File: config.mk
export PLATFORM = sky130hd
export DESIGN_NAME = d_debounce
export DESIGN_NICKNAME = d
export VERILOG_FILES = /design/src/rtl/d_debounce.sv
export SDC_FILE = /design/constraint.sdc
export NUM_CORES = 1
export LEC_CHECK = 0
export CAP_MARGIN = 20
export CELL_PAD_IN_SITES_DETAIL_PLACEMENT = 2
export CELL_PAD_IN_SITES_GLOBAL_PLACEMENT = 2
export CORE_AREA = 2 2 42 59
export DETAILED_ROUTE_END_ITERATION = 16
export DIE_AREA = 0 0 44 61
export HOLD_SLACK_MARGIN = 0.1
export PLACE_DENSITY = 0.83
export REMOVE_ABC_BUFFERS = 1
export SETUP_SLACK_MARGIN = 0.5
export SLEW_MARGIN = 20
export SYNTH_ARGS = -nofsm -noshare
export SYNTH_HDL_FRONTEND = slang
export SYNTH_SLANG_ARGS = --single-unit
File: constraint.sdc
create_clock -name clk -period 2.9 [get_ports clk]
set_clock_uncertainty 0.15 [all_clocks]
set_input_delay 0.58 -clock clk [delete_from_list [all_inputs] [get_ports clk]]
set_output_delay 0.58 -clock clk [all_outputs]
set_load 0.01 [all_outputs]
File: src/rtl/d_debounce.sv
// Two-flop synchroniser followed by a four-state debounce FSM that commits a level
// change only after STABLE_CYCLES consecutive enabled mismatching samples.
module d_debounce #(
  parameter int unsigned STABLE_CYCLES = 4,
  parameter int unsigned CNT_W         = 8,
  parameter logic        INIT          = 1'b0
) (
  input  logic clk,
  input  logic Rst,
  input  logic din,
  input  logic en,
  output logic dout,
  output logic rise,
  output logic fall,
  output logic busy
);

  typedef enum logic [1:0] {
    IDLE_LO = 2'b00,
    CHK_HI  = 2'b01,
    IDLE_HI = 2'b10,
    CHK_LO  = 2'b11
  } state_t;

  localparam state_t          RST_STATE = INIT ? IDLE_HI : IDLE_LO;
  localparam logic [CNT_W-1:0] CNT_LAST = CNT_W'(STABLE_CYCLES - 1);

  logic             s1, s2;
  state_t           state_q, state_d;
  logic [CNT_W-1:0] cnt_q, cnt_d;
  logic             dout_q, dout_d;
  logic             rise_q, rise_d;
  logic             fall_q, fall_d;

  always_ff @(posedge clk or negedge Rst) begin
    if (!Rst) begin
      s1 <= INIT;
      s2 <= INIT;
    end else begin
      s1 <= din;
      s2 <= s1;
    end
  end

  always_ff @(posedge clk or negedge Rst) begin
    if (!Rst) begin
      state_q <= RST_STATE;
      cnt_q   <= '0;
      dout_q  <= INIT;
      rise_q  <= 1'b0;
      fall_q  <= 1'b0;
    end else begin
      state_q <= state_d;
      cnt_q   <= cnt_d;
      dout_q  <= dout_d;
      rise_q  <= rise_d;
      fall_q  <= fall_d;
    end
  end

  // Pulses default to 0 so they last exactly one edge and stay low while en=0.
  always_comb begin
    state_d = state_q;
    cnt_d   = cnt_q;
    dout_d  = dout_q;
    rise_d  = 1'b0;
    fall_d  = 1'b0;
    if (en) begin
      unique case (state_q)
        IDLE_LO: begin
          if (s2) begin
            if (STABLE_CYCLES == 1) begin
              state_d = IDLE_HI;
              dout_d  = 1'b1;
              rise_d  = 1'b1;
            end else begin
              state_d = CHK_HI;
              cnt_d   = CNT_W'(1);
            end
          end
        end
        CHK_HI: begin
          if (!s2) begin
            state_d = IDLE_LO;
            cnt_d   = '0;
          end else if (cnt_q == CNT_LAST) begin
            state_d = IDLE_HI;
            dout_d  = 1'b1;
            rise_d  = 1'b1;
            cnt_d   = '0;
          end else begin
            cnt_d = cnt_q + CNT_W'(1);
          end
        end
        IDLE_HI: begin
          if (!s2) begin
            if (STABLE_CYCLES == 1) begin
              state_d = IDLE_LO;
              dout_d  = 1'b0;
              fall_d  = 1'b1;
            end else begin
              state_d = CHK_LO;
              cnt_d   = CNT_W'(1);
            end
          end
        end
        CHK_LO: begin
          if (s2) begin
            state_d = IDLE_HI;
            cnt_d   = '0;
          end else if (cnt_q == CNT_LAST) begin
            state_d = IDLE_LO;
            dout_d  = 1'b0;
            fall_d  = 1'b1;
            cnt_d   = '0;
          end else begin
            cnt_d = cnt_q + CNT_W'(1);
          end
        end
        default: begin
          state_d = RST_STATE;
          cnt_d   = '0;
        end
      endcase
    end
  end

  assign dout = dout_q;
  assign rise = rise_q;
  assign fall = fall_q;
  assign busy = (state_q == CHK_HI) || (state_q == CHK_LO);

endmodule

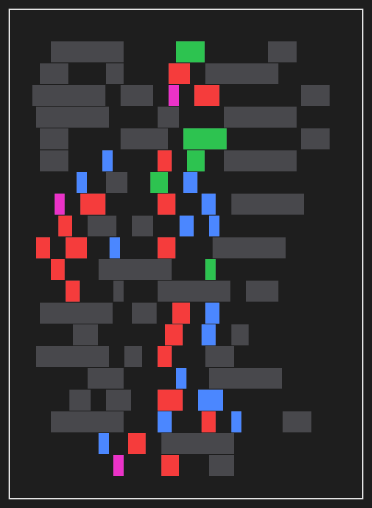
**Above:** run 1 (selected gate families).
Drawn at 8 px/µm.
inv cells -> magenta  # cells 3, most used inv_1
aoi and oai cells -> red  # cells 18, most used a31oi_1
nor cells -> green  # cells 5
nand cells -> blue  # cells 14, most used nand2_1
non-filler instance count after layout: 102
leading cell type in the layout, fill and taps excluded: sky130_fd_sc_hd__dfrtp_1

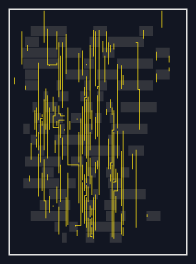
**Above:** run 1 (signal wires on met2).
Drawn at 4 px/µm.
nets with wire on the layer = 79
share of all routed wire = 51%
main direction = vertical

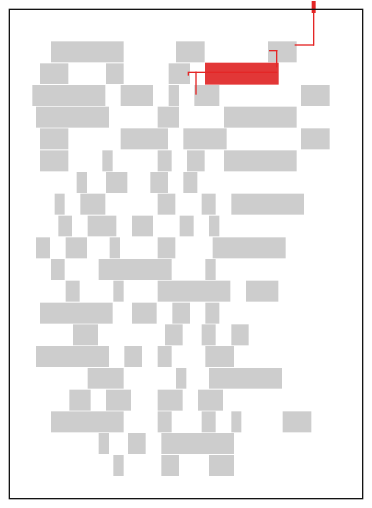
**Above:** run 1 (wires at chosen ports, followed through buffers).
Drawn at 8 px/µm.
`dout` -> red  # bits 1, direction output, end cells 1, buffers 1, wire 23.5 µm

==> out/qor.yml, run 1 <==
outcome: "finished clean"
final_area_um2: 863
timing.final.max_slew_violations: 0
avgSynthCellArea_um2: 10.6
synthAdderAreaFrac_pct: 1.66
first_global_vias: 628
dp.final_hpwl_um: 1320
max_slew_margin_pct: 53.7
cts_inserted_buffers: 3
final_min_period_over_clock_period_pct: 76.8
num_antenna_cells: 0
floorplan.rows: 20
warnings: 25
worst_slew_pin_slew_ns: 0.692
cellPowerDensity_mw_per_mm2: 754
initial_core_util_pct: 35.1
pre_cts_ws_ns: 0.584
cts.path.max_buffers: 2
num-nets-final: 86
combGateArea_um2: 353
routed_wl_um: 1730
post_synth_xor_area_fraction_pct: 3.32
cts_tree: "built"
wl_per_cell_um: 16.9
timing_hold_violations_final: 0
area_growth_syn_to_layout_pct: 14.4
yosys_area_um2: 754
ao_oa_area_share_pct: 17.2
global_route.usage.total_pct: 15.6
vias_per_cell: 5.96
rsz0062_at_grt: "no"
ctsHoldBuffers: 0
vdd_drop_max_v: 0.000359
design.die.area_mm2: 0.00268
drive_above_1_share_pct: 15.0
placeableCoreArea_mm2: 0.00215
timing.final.ws_setup_ns: 0.673
ys_async_sr_fraction_pct: 100
worstSetupStartpoint: "cnt_q[0]"
yosys_register_bits: 15
clkTransAtPathRegs_ns: 0.09
yosys_cells: 71
yosysWarnings: 0
r2r_slack_ns: 0.67
drcViolationCount: 0
report.power.total_mw: 0.651
final.hold.worst_slack_ns: 0.210
grt-ovfl-total: 0
chipWidth_um: 44
synth_cell_types: 35
io_pins: 8
synth.cells.most_frequent: "sky130_fd_sc_hd__dfrtp_1 (15), sky130_fd_sc_hd__nand2_1 (7), sky130_fd_sc_hd__nand3_1 (6)"
most_instantiated_library_cell_after_synthesis: "sky130_fd_sc_hd__dfrtp_1"
timing.final.setup_violations: 0
detailedRoute.firstIterationViolations: 10
post_synthesis_instance_area_um2: 754
tns_ns: 0
yosysSeqAreaShare_pct: 49.8
synth_top_cell_by_area: "sky130_fd_sc_hd__dfrtp_1"
clk_latency_ns: 0.30
timing_worst_setup_path_type: "flip-flop to flip-flop"
numClockSinks: 15
power.leakage_nw: 0.355
layout.area.seq_um2: 375
buffer_ports.inserted: 7
top_cell_area_share_pct: 49.8
cts.repair.resized: 0
grt_first_pass_wirelength_um: 2930
synth-edff-count: 0
n_fill_cell: 237
dpl_cell_area_um2: 837
drt-pass1-iter-count: 4
max_freq_mhz: 449
die_height_um: 61
maximum_capacitance_violations: 0
post_synth_and_or_nand_nor_area_fraction_pct: 23.1
grt_antenna_before_repair: 0
syn_inst: 71
cts.root.buffer_cell: "sky130_fd_sc_hd__clkbuf_4"
start_kind: "flip-flop"
detail_route_antenna_nets: 0
worst_hold_path_type: "flip-flop to flip-flop"
r2r-start: "cnt_q[0]"
post-cts-setup-buffer-count: 0
grt_max_degree: 16
dominantRegCellSynth: "sky130_fd_sc_hd__dfrtp_1"
critPathCaptureType: "flip-flop"
critical_path_at_ns: 2.26
globalplace.congestion: 0.789
synth.logic.top_family: "simple AND/OR/NAND/NOR gates"
via_count: 608
peak_fanout_along_the_critical_path: 14
period_needed_ns: 2.23
rr_worst_depth: 5
ctsHtreeMaxLevel: 1
yosys-mux-area-fraction_pct: 1.49
worst-endpoint-required_ns: 2.94
post_synth_main_area_contributors: "sky130_fd_sc_hd__dfrtp_1 (50%), sky130_fd_sc_hd__a31oi_1 (4.1%), sky130_fd_sc_hd__nand3_1 (4.0%)"
[run 1: layer usage]
layer	wire, µm	vias to the layer above	GRT usage, %
li1	-	289	-
met1	722	295	18.1
met2	882	15	25.8
met3	56	9	2.98
met4	65	0	10.4
met5	0	-	0
[run 1: report_power, final]
group	switching [mW]	internal (mW)	total (mW)
Sequential	0.0521	0.244	0.296
Clock	0.0681	0.0537	0.122
Combinational	0.132	0.101	0.233
[run 1: through the flow]
step	util, %	std cells
finish	40.1	102
global route	40.1	102
CTS	40.1	102
detailed placement	38.9	98
global placement	38.9	98
floorplan	-	69
[run 1: sequential cells by signal (all words and copies together), names as in the netlist, named ones only]
signal,count
s2,1
dout,1
rise,1
state_q,1
fall,1
cnt_q,8
s1,1
[run 1: critical path: stages (launching register included)]
cell                       delay [ns]
sky130_fd_sc_hd__dfrtp_1         0.44
sky130_fd_sc_hd__ha_1            0.29
sky130_fd_sc_hd__nand2b_2        0.09
sky130_fd_sc_hd__or4_4           0.59
sky130_fd_sc_hd__a21oi_1         0.19
sky130_fd_sc_hd__mux2_2          0.36
[run 1: final cells by class]
cell class                      instances  area share, %
Inverter                                3           1.30
Tap cell                               22           3.19
Clock buffer                            4           3.04
Multi-Input combinational cell         51           40.9
Sequential cell                        15           43.5
Timing Repair Buffer                    7           8.12
[run 1: cells by family (layout without fill, tap and decap cells)]
logic type	after synthesis	after routing
buffers and inverters	5	14
XOR/XNOR	2	2
AND/OR/NAND/NOR	27	27
AND-OR/OR-AND	20	20
multiplexers	1	1
adder cells (fa/ha/maj)	1	1
flip-flops	15	15
[run 1: worst min-delay path by stage]
stage                     start                    endpoint  depth (start not counted)
final                        s1                          s2                          0
after CTS                    s1                          s2                          0
after detailed placement     s1                          s2                          0
after global routing         s1                          s2                          0
after global placement       s1                          s2                          0
after floorplan             Rst  asynchronous set/reset pin                          0
[run 1: cell usage in the layout (no fill, tap or decap), types with 3 or more instances in the layout]
cell type | Yosys | routed
sky130_fd_sc_hd__nand3_1 | 6 | 6
sky130_fd_sc_hd__a31oi_1 | 5 | 5
sky130_fd_sc_hd__nand2_1 | 7 | 7
sky130_fd_sc_hd__clkbuf_4 | 0 | 3
sky130_fd_sc_hd__inv_1 | 3 | 3
sky130_fd_sc_hd__clkdlybuf4s50_1 | 0 | 7
sky130_fd_sc_hd__o21ai_0 | 4 | 4
sky130_fd_sc_hd__a21oi_1 | 3 | 3
sky130_fd_sc_hd__dfrtp_1 | 15 | 15
==> run 2: changes to the inputs <==
CORE_AREA = 2 2 43 61   (was 2 2 42 59)
DIE_AREA = 0 0 45 63   (was 0 0 44 61)
PLACE_DENSITY = 0.79   (was 0.83)
clock period = 2.3 ns   (was 2.9 ns; I/O delays follow)
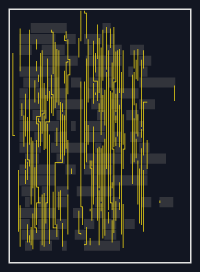
**Above:** run 2 (signal wires on met2).
Drawn at 4 px/µm.
wire length on this layer = 1540 µm
main direction = vertical
nets with wire on the layer = 94
longest straight run = 40.5 µm
share of all routed wire = 59%

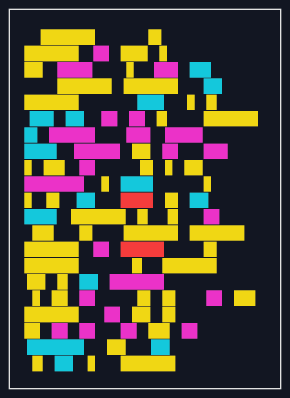
**Above:** run 2 (drive-strength map).
Drawn at 6 px/µm.
_6 and larger -> red  # cells 2, share 2.2%
_3 and _4 cells -> magenta  # cells 23, share 25%, most used buf_4
_0 and _1 cells -> yellow  # cells 53, share 57%, most used dfrtp_1
_2 cells -> cyan  # cells 15, share 16%, most used o21ai_2
Non-CTS buffers: 20
Layout area overhead: 46.3%
cell area after layout: 0.00110 mm²
PnR worst setup slack: 0.296 ns

==> run 2 against run 1 <==
Compared with the run above:
- power grew 66%
- sequential power grew 26%
- synthesized cell count is the same
- clock-buffer cell count is the same
- area after synthesis is the same
- first-iteration DRC count grew 80%
- worst setup slack lost 0.38 ns
- global-route usage grew 4.7 points
- final cell count grew 14%
- largest cell class is now logic gates
- flip-flop count is the same
- register-to-register slack lost 0.38 ns
- non-clock buffer count grew 13
==> out/qor.yml, run 2 <==
detailroute.wirelength.met3_um: 36
power.leakage_nw: 0.489
critical_path_at_ns: 2.03
most_instantiated_library_cell_after_synthesis: "sky130_fd_sc_hd__dfrtp_1"
num_antenna_cells: 0
final_min_period_over_clock_period_pct: 87.1
synth.cells.most_frequent: "sky130_fd_sc_hd__dfrtp_1 (15), sky130_fd_sc_hd__nand2_1 (7), sky130_fd_sc_hd__nand3_1 (6)"
design.die.area_mm2: 0.00284
cellPowerDensity_mw_per_mm2: 977
post_synth_xor_area_fraction_pct: 3.32
top_layer_used: "met4"
peak_fanout_along_the_critical_path: 4
max_freq_mhz: 499
wl_per_cell_um: 22.5
vdd_drop_max_v: 0.000570
synthAdderAreaFrac_pct: 1.66
maximum_capacitance_violations: 0
routed_wl_um: 2610
outcome: "finished clean"
lay_top_cells: "sky130_fd_sc_hd__dfrtp_1 (14), sky130_fd_sc_hd__buf_4 (11), sky130_fd_sc_hd__nand2_1 (5), sky130_fd_sc_hd__nand3_1 (4), sky130_fd_sc_hd__a31oi_1 (4)"
synth-edff-count: 0
post_synth_and_or_nand_nor_area_fraction_pct: 23.1
numClockSinks: 15
clkTransAtPathRegs_ns: 0.09
yosysWarnings: 0
avgSynthCellArea_um2: 10.6
yosys_register_bits: 15
cts.root.buffer_cell: "sky130_fd_sc_hd__clkbuf_4"
initial_core_util_pct: 32.6
io_pins: 8
largest-register: "cnt_q"
largest_register_ffs: 8
num-nets-final: 99
cts_inserted_buffers: 3
total_switching_power_mw: 0.446
ctsHtreeMaxLevel: 1
final_layout_top_logic_cell: "sky130_fd_sc_hd__dfrtp_1"
dp.final_hpwl_um: 1520
global_route.usage.total_pct: 20.3
wl_met2_um: 1540
drcViolationCount: 0
ctsHoldBuffers: 0
final.hold.worst_slack_ns: 0.218
via_count: 662
yosys_area_um2: 754
grt-ovfl-total: 0
internal_power_mw: 0.632
power_switching_share_pct: 41.4
comb_power_share_pct: 51.1
rsz0062_at_grt: "yes"
timing.final.setup_violations: 0
buffer_ports.inserted: 7
drive_above_1_share_pct: 43.0
vias_per_cell: 5.71
layout.area.seq_um2: 377
worst_hold_path_type: "flip-flop to flip-flop"
grt_first_pass_wirelength_um: 3990
drt-pass1-iter-count: 4
grt_max_degree: 16
n_fill_cell: 228
synth.logic.top_family: "simple AND/OR/NAND/NOR gates"
post_synth_main_area_contributors: "sky130_fd_sc_hd__dfrtp_1 (50%), sky130_fd_sc_hd__a31oi_1 (4.1%), sky130_fd_sc_hd__nand3_1 (4.0%)"
globalplace.congestion: 0.726
top_cell_area_share_pct: 49.8
yosysSeqAreaShare_pct: 49.8
detail_route_antenna_nets: 0
power.clock.fraction_pct: 14.2
timing_hold_violations_final: 0
critPathCaptureType: "flip-flop"
synth_top_cell_by_area: "sky130_fd_sc_hd__dfrtp_1"
die_height_um: 63
post_synthesis_instance_area_um2: 754
start_kind: "flip-flop"
cts.path.max_buffers: 2
first_global_vias: 761
chipWidth_um: 45
wirelength_met1_um: 981
ys_async_sr_fraction_pct: 100
clk_latency_ns: 0.28
floorplan.rows: 21
warnings: 27
timing.final.max_slew_violations: 0
yosys_cells: 71
cts_tree: "built"
-- run 2: cell counts after synthesis --
No cell type changed its count.
-- run 2: path summary, 6_finish.rpt --
check / from / endpoint / slack, ns / depth (start not counted)
worst min-delay path: s1 / s2 / 0.22 / 0
worst max register to register: cnt_q[3] / flip-flop / 0.30 / 4
worst max-delay path: cnt_q[3] / flip-flop / 0.30 / 4
max in group asynchronous: Rst / state_q[0] / 1.46 / 2
worst min register to register: s1 / s2 / 0.22 / 0
min in group asynchronous: Rst / cnt_q[2] / 0.35 / 2
-- run 2: area by class of cell --
class,count,share of cell area [%]
clock buffer,4,2.38
inverter,3,1.02
multi-input combinational,51,43.0
sequential,15,34.1
tap,23,2.61
timing repair buffer,20,16.9
-- run 2: per-layer routing --
layer,track usage (%),up-vias
li1,-,307
met1,22.6,343
met2,35.5,8
met3,1.73,4
met4,11.0,0
met5,0,-
-- run 2: timing repair --
item,CTS,global route
gates resized,15,17
pin swaps,6,6
setup buffers,5,3
endpoints found under the hold margin,0,0
endpoints found under the setup margin,15,13
-- run 2: metrics by stage --
| stage | instances | setup slack, ns | power, mW | utilization [%] |
|---|---|---|---|---|
| global route | 116 | 0.259 | 1.13 | 47.7 |
| detailed placement | 104 | 0.202 | 0.697 | 37.9 |
| floorplan | 69 | 0.285 | 0.568 | - |
| finish | 116 | 0.296 | 1.08 | 47.7 |
| CTS | 113 | 0.304 | 0.974 | 43.5 |
| global placement | 104 | 0.256 | 0.682 | 37.9 |
-- run 2: logic make-up (layout without fill, tap and decap cells) --
| logic type | count (synthesis) | count (layout) |
|---|---|---|
| AOI/OAI and AO/OA | 20 | 20 |
| muxes | 1 | 1 |
| buffers and inverters | 5 | 27 |
| adders and majority gates | 1 | 1 |
| and+or+nand+nor | 27 | 27 |
| xor gates and xnor gates | 2 | 2 |
| DFF | 15 | 15 |
-- run 2: power groups by stage --
stage          Combinational, mW  Clock (mW)  Sequential, mW
6_report                   0.551       0.153           0.374
5_1_grt                    0.579       0.172           0.381
4_1_cts                    0.442       0.167           0.364
3_5_place_dp               0.319           0           0.378
3_3_place_gp               0.307           0           0.376
2_1_floorplan              0.202           0           0.367
-- run 2: worst max-delay path: stages, from the launching register on --
cell and delay (ns):
sky130_fd_sc_hd__dfrtp_1 0.40, sky130_fd_sc_hd__or3_1 0.38, sky130_fd_sc_hd__or4_4 0.49, sky130_fd_sc_hd__a21oi_2 0.15
sky130_fd_sc_hd__mux2_2 0.34
==> run 3: changes to the inputs <==
RECOVER_POWER = 100   (was default)
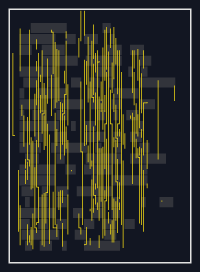
**Above:** run 3 (signal wires on met2).
Drawn at 4 px/µm.
share of all routed wire = 59%
wire length on this layer = 1540 µm
main direction = vertical
via total after detailed routing: 669
Post-Route WL: 2600 µm

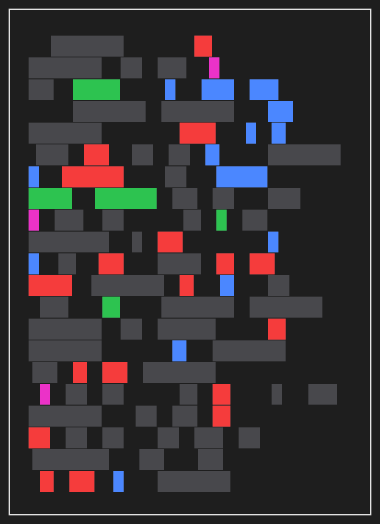
**Above:** run 3 (selected gate families).
Drawn at 8 px/µm.
nor cells -> green  # cells 5
nand cells -> blue  # cells 14, most used nand2_1
inv cells -> magenta  # cells 3, most used inv_1
aoi and oai cells -> red  # cells 18, most used a31oi_1
Comb area share: 42.6%
non-filler instance count after layout: 116

==> run 3 against run 2 <==
Compared with the run above:
- sequential share of layout area grew 0.59 points
- combinational power shrank 3%
- power shrank 1.8%
- worst setup slack lost 0.11 ns
- sequential power is essentially flat
- highest routed layer unchanged
==> out/qor.yml, run 3 <==
synth.cells.most_frequent: "sky130_fd_sc_hd__dfrtp_1 (15), sky130_fd_sc_hd__nand2_1 (7), sky130_fd_sc_hd__nand3_1 (6)"
rsz0062_at_grt: "yes"
first_global_vias: 761
post_synth_main_area_contributors: "sky130_fd_sc_hd__dfrtp_1 (50%), sky130_fd_sc_hd__a31oi_1 (4.1%), sky130_fd_sc_hd__nand3_1 (4.0%)"
max_slew_margin_pct: 42.5
synth_top_cell_by_area: "sky130_fd_sc_hd__dfrtp_1"
placeableCoreArea_mm2: 0.00231
outcome: "finished clean"
globalplace.congestion: 0.726
num_antenna_cells: 0
timing.final.setup_violations: 0
top_layer_used: "met4"
vdd_drop_max_v: 0.000564
die_height_um: 63
synth-edff-count: 0
largest-register: "cnt_q"
ctsHtreeMaxLevel: 1
num-nets-final: 99
warnings: 27
vias_per_cell: 5.77
grt_max_degree: 16
global_route.usage.total_pct: 20.3
top_cell_area_share_pct: 49.8
grt-ovfl-total: 0
avgSynthCellArea_um2: 10.6
buffer_ports.inserted: 7
critical_path_at_ns: 2.14
grt_antenna_before_repair: 0
period_needed_ns: 2.11
start_kind: "flip-flop"
worst_slew_pin_slew_ns: 0.862
most_instantiated_library_cell_after_synthesis: "sky130_fd_sc_hd__dfrtp_1"
worst_hold_path_type: "flip-flop to flip-flop"
dp.final_hpwl_um: 1520
post_synthesis_instance_area_um2: 754
place_inst: 104
power.leakage_nw: 0.463
wirelength_met1_um: 966
cts_tree: "built"
crit_chain: "or3_1 > or4_1 > a21oi_2 > mux2_2"
detailedRoute.firstIterationViolations: 9
synth_cell_types: 35
ys_async_sr_fraction_pct: 100
largest_register_ffs: 8
wl_per_cell_um: 22.4
dominantRegCellSynth: "sky130_fd_sc_hd__dfrtp_1"
clkTransAtPathRegs_ns: 0.09
crit_path_max_incr_delay_ns: 0.57
final_min_period_over_clock_period_pct: 91.8
drt-pass1-iter-count: 2
chipWidth_um: 45
ctsHoldBuffers: 0
yosys_register_bits: 15
tns_ns: 0
drive_above_1_share_pct: 38.7
yosys_cells: 71
timing_hold_violations_final: 0
drcViolationCount: 0
cts.root.buffer_cell: "sky130_fd_sc_hd__clkbuf_4"
layout.area.seq_um2: 377
peak_fanout_along_the_critical_path: 4
grt_first_pass_wirelength_um: 3990
numClockSinks: 15
final_layout_top_logic_cell: "sky130_fd_sc_hd__dfrtp_1"
area_growth_syn_to_layout_pct: 43.8
lay_top_cells: "sky130_fd_sc_hd__dfrtp_1 (14), sky130_fd_sc_hd__buf_4 (10), sky130_fd_sc_hd__nand2_1 (6), sky130_fd_sc_hd__nand3_1 (4), sky130_fd_sc_hd__a31oi_1 (4)"
worst_path_max_delay_cell: "sky130_fd_sc_hd__or4_1"
maximum_capacitance_violations: 0
timing.final.max_slew_violations: 0
timing_worst_setup_path_type: "flip-flop to flip-flop"
n_fill_cell: 231
combGateArea_um2: 462
yosys_area_um2: 754
cellPowerDensity_mw_per_mm2: 976
initial_core_util_pct: 32.6
floorplan.rows: 21
cts.path.max_buffers: 2
yosysSeqAreaShare_pct: 49.8
syn_inst: 71
critPathCaptureType: "flip-flop"
design.die.area_mm2: 0.00284
wl_met2_um: 1540
detailroute.wirelength.met3_um: 34
clk_latency_ns: 0.28
yosysWarnings: 0
detail_route_antenna_nets: 0
worst-endpoint-required_ns: 2.33
max_freq_mhz: 474
io_pins: 8
cts_inserted_buffers: 3
-- run 3: kinds of logic (layout without fill, tap and decap cells) --
kind of cell / count (synthesis) / count (layout) / synth area share [%]
compound gates: 20 / 20 / 17.2
simple gates: 27 / 27 / 23.1
mux: 1 / 1 / 1.49
buf+inv: 5 / 27 / 3.48
xor+xnor: 2 / 2 / 3.32
fa+ha+maj: 1 / 1 / 1.66
flops: 15 / 15 / 49.8
-- run 3: cell type report --
type,count,share of cell area [%]
Clock buffer,4,2.42
Inverter,3,1.04
Multi-Input combinational cell,51,42.6
Sequential cell,15,34.7
Tap cell,23,2.65
Timing Repair Buffer,20,16.6
-- run 3: where the power goes --
group	switching [mW]	internal (mW)	leakage, nW
registers	0.0654	0.309	0.196
logic	0.288	0.244	0.252
clock network	0.0857	0.0673	0.0150
-- run 3: final timing paths --
path / startpoint / endpoint / slack [ns] / cells after the start
max in group asynchronous: Rst / state_q[0] / 0.77 / 2
max reg2reg: cnt_q[3] / flip-flop / 0.19 / 4
min: s1 / s2 / 0.22 / 0
min in group asynchronous: Rst / cnt_q[4] / 0.65 / 2
min reg2reg: s1 / s2 / 0.22 / 0
max: cnt_q[3] / flip-flop / 0.19 / 4
-- run 3: metrics by stage --
stage          util [%]  hold slack [ns]  area [µm²]  setup WS (ns)  power (mW)
2_1_floorplan         -           0.0144         739          0.285       0.568
3_5_place_dp       37.9            0.188         876          0.202       0.697
5_1_grt            46.9            0.232        1080          0.141        1.11
3_3_place_gp       37.9            0.196         876          0.256       0.682
6_report           46.9            0.219        1080          0.188        1.06
4_1_cts            43.5            0.219        1000          0.304       0.974
-- run 3: per-layer routing --
| layer | global-route usage [%] | vias to the layer above |
|---|---|---|
| li1 | - | 310 |
| met1 | 22.6 | 347 |
| met2 | 35.5 | 8 |
| met3 | 1.73 | 4 |
| met4 | 11.0 | 0 |
| met5 | 0 | - |
-- run 3: worst max-delay path, delay by kind of cell (launching register included) --
family / cells / cell delay, ns
and+or+nand+nor: 2 / 0.94
muxes: 1 / 0.34
DFF: 1 / 0.40
AOI/OAI and AO/OA: 1 / 0.18
-- run 3: repair_timing --
| item | in CTS | in global routing |
|---|---|---|
| cloned | 0 | 0 |
| pin swaps | 6 | 6 |
| buffers inserted | 5 | 3 |
| gates resized | 15 | 17 |
| setup endpoints to repair | 15 | 13 |
Power and IR drop assume default switching activity.
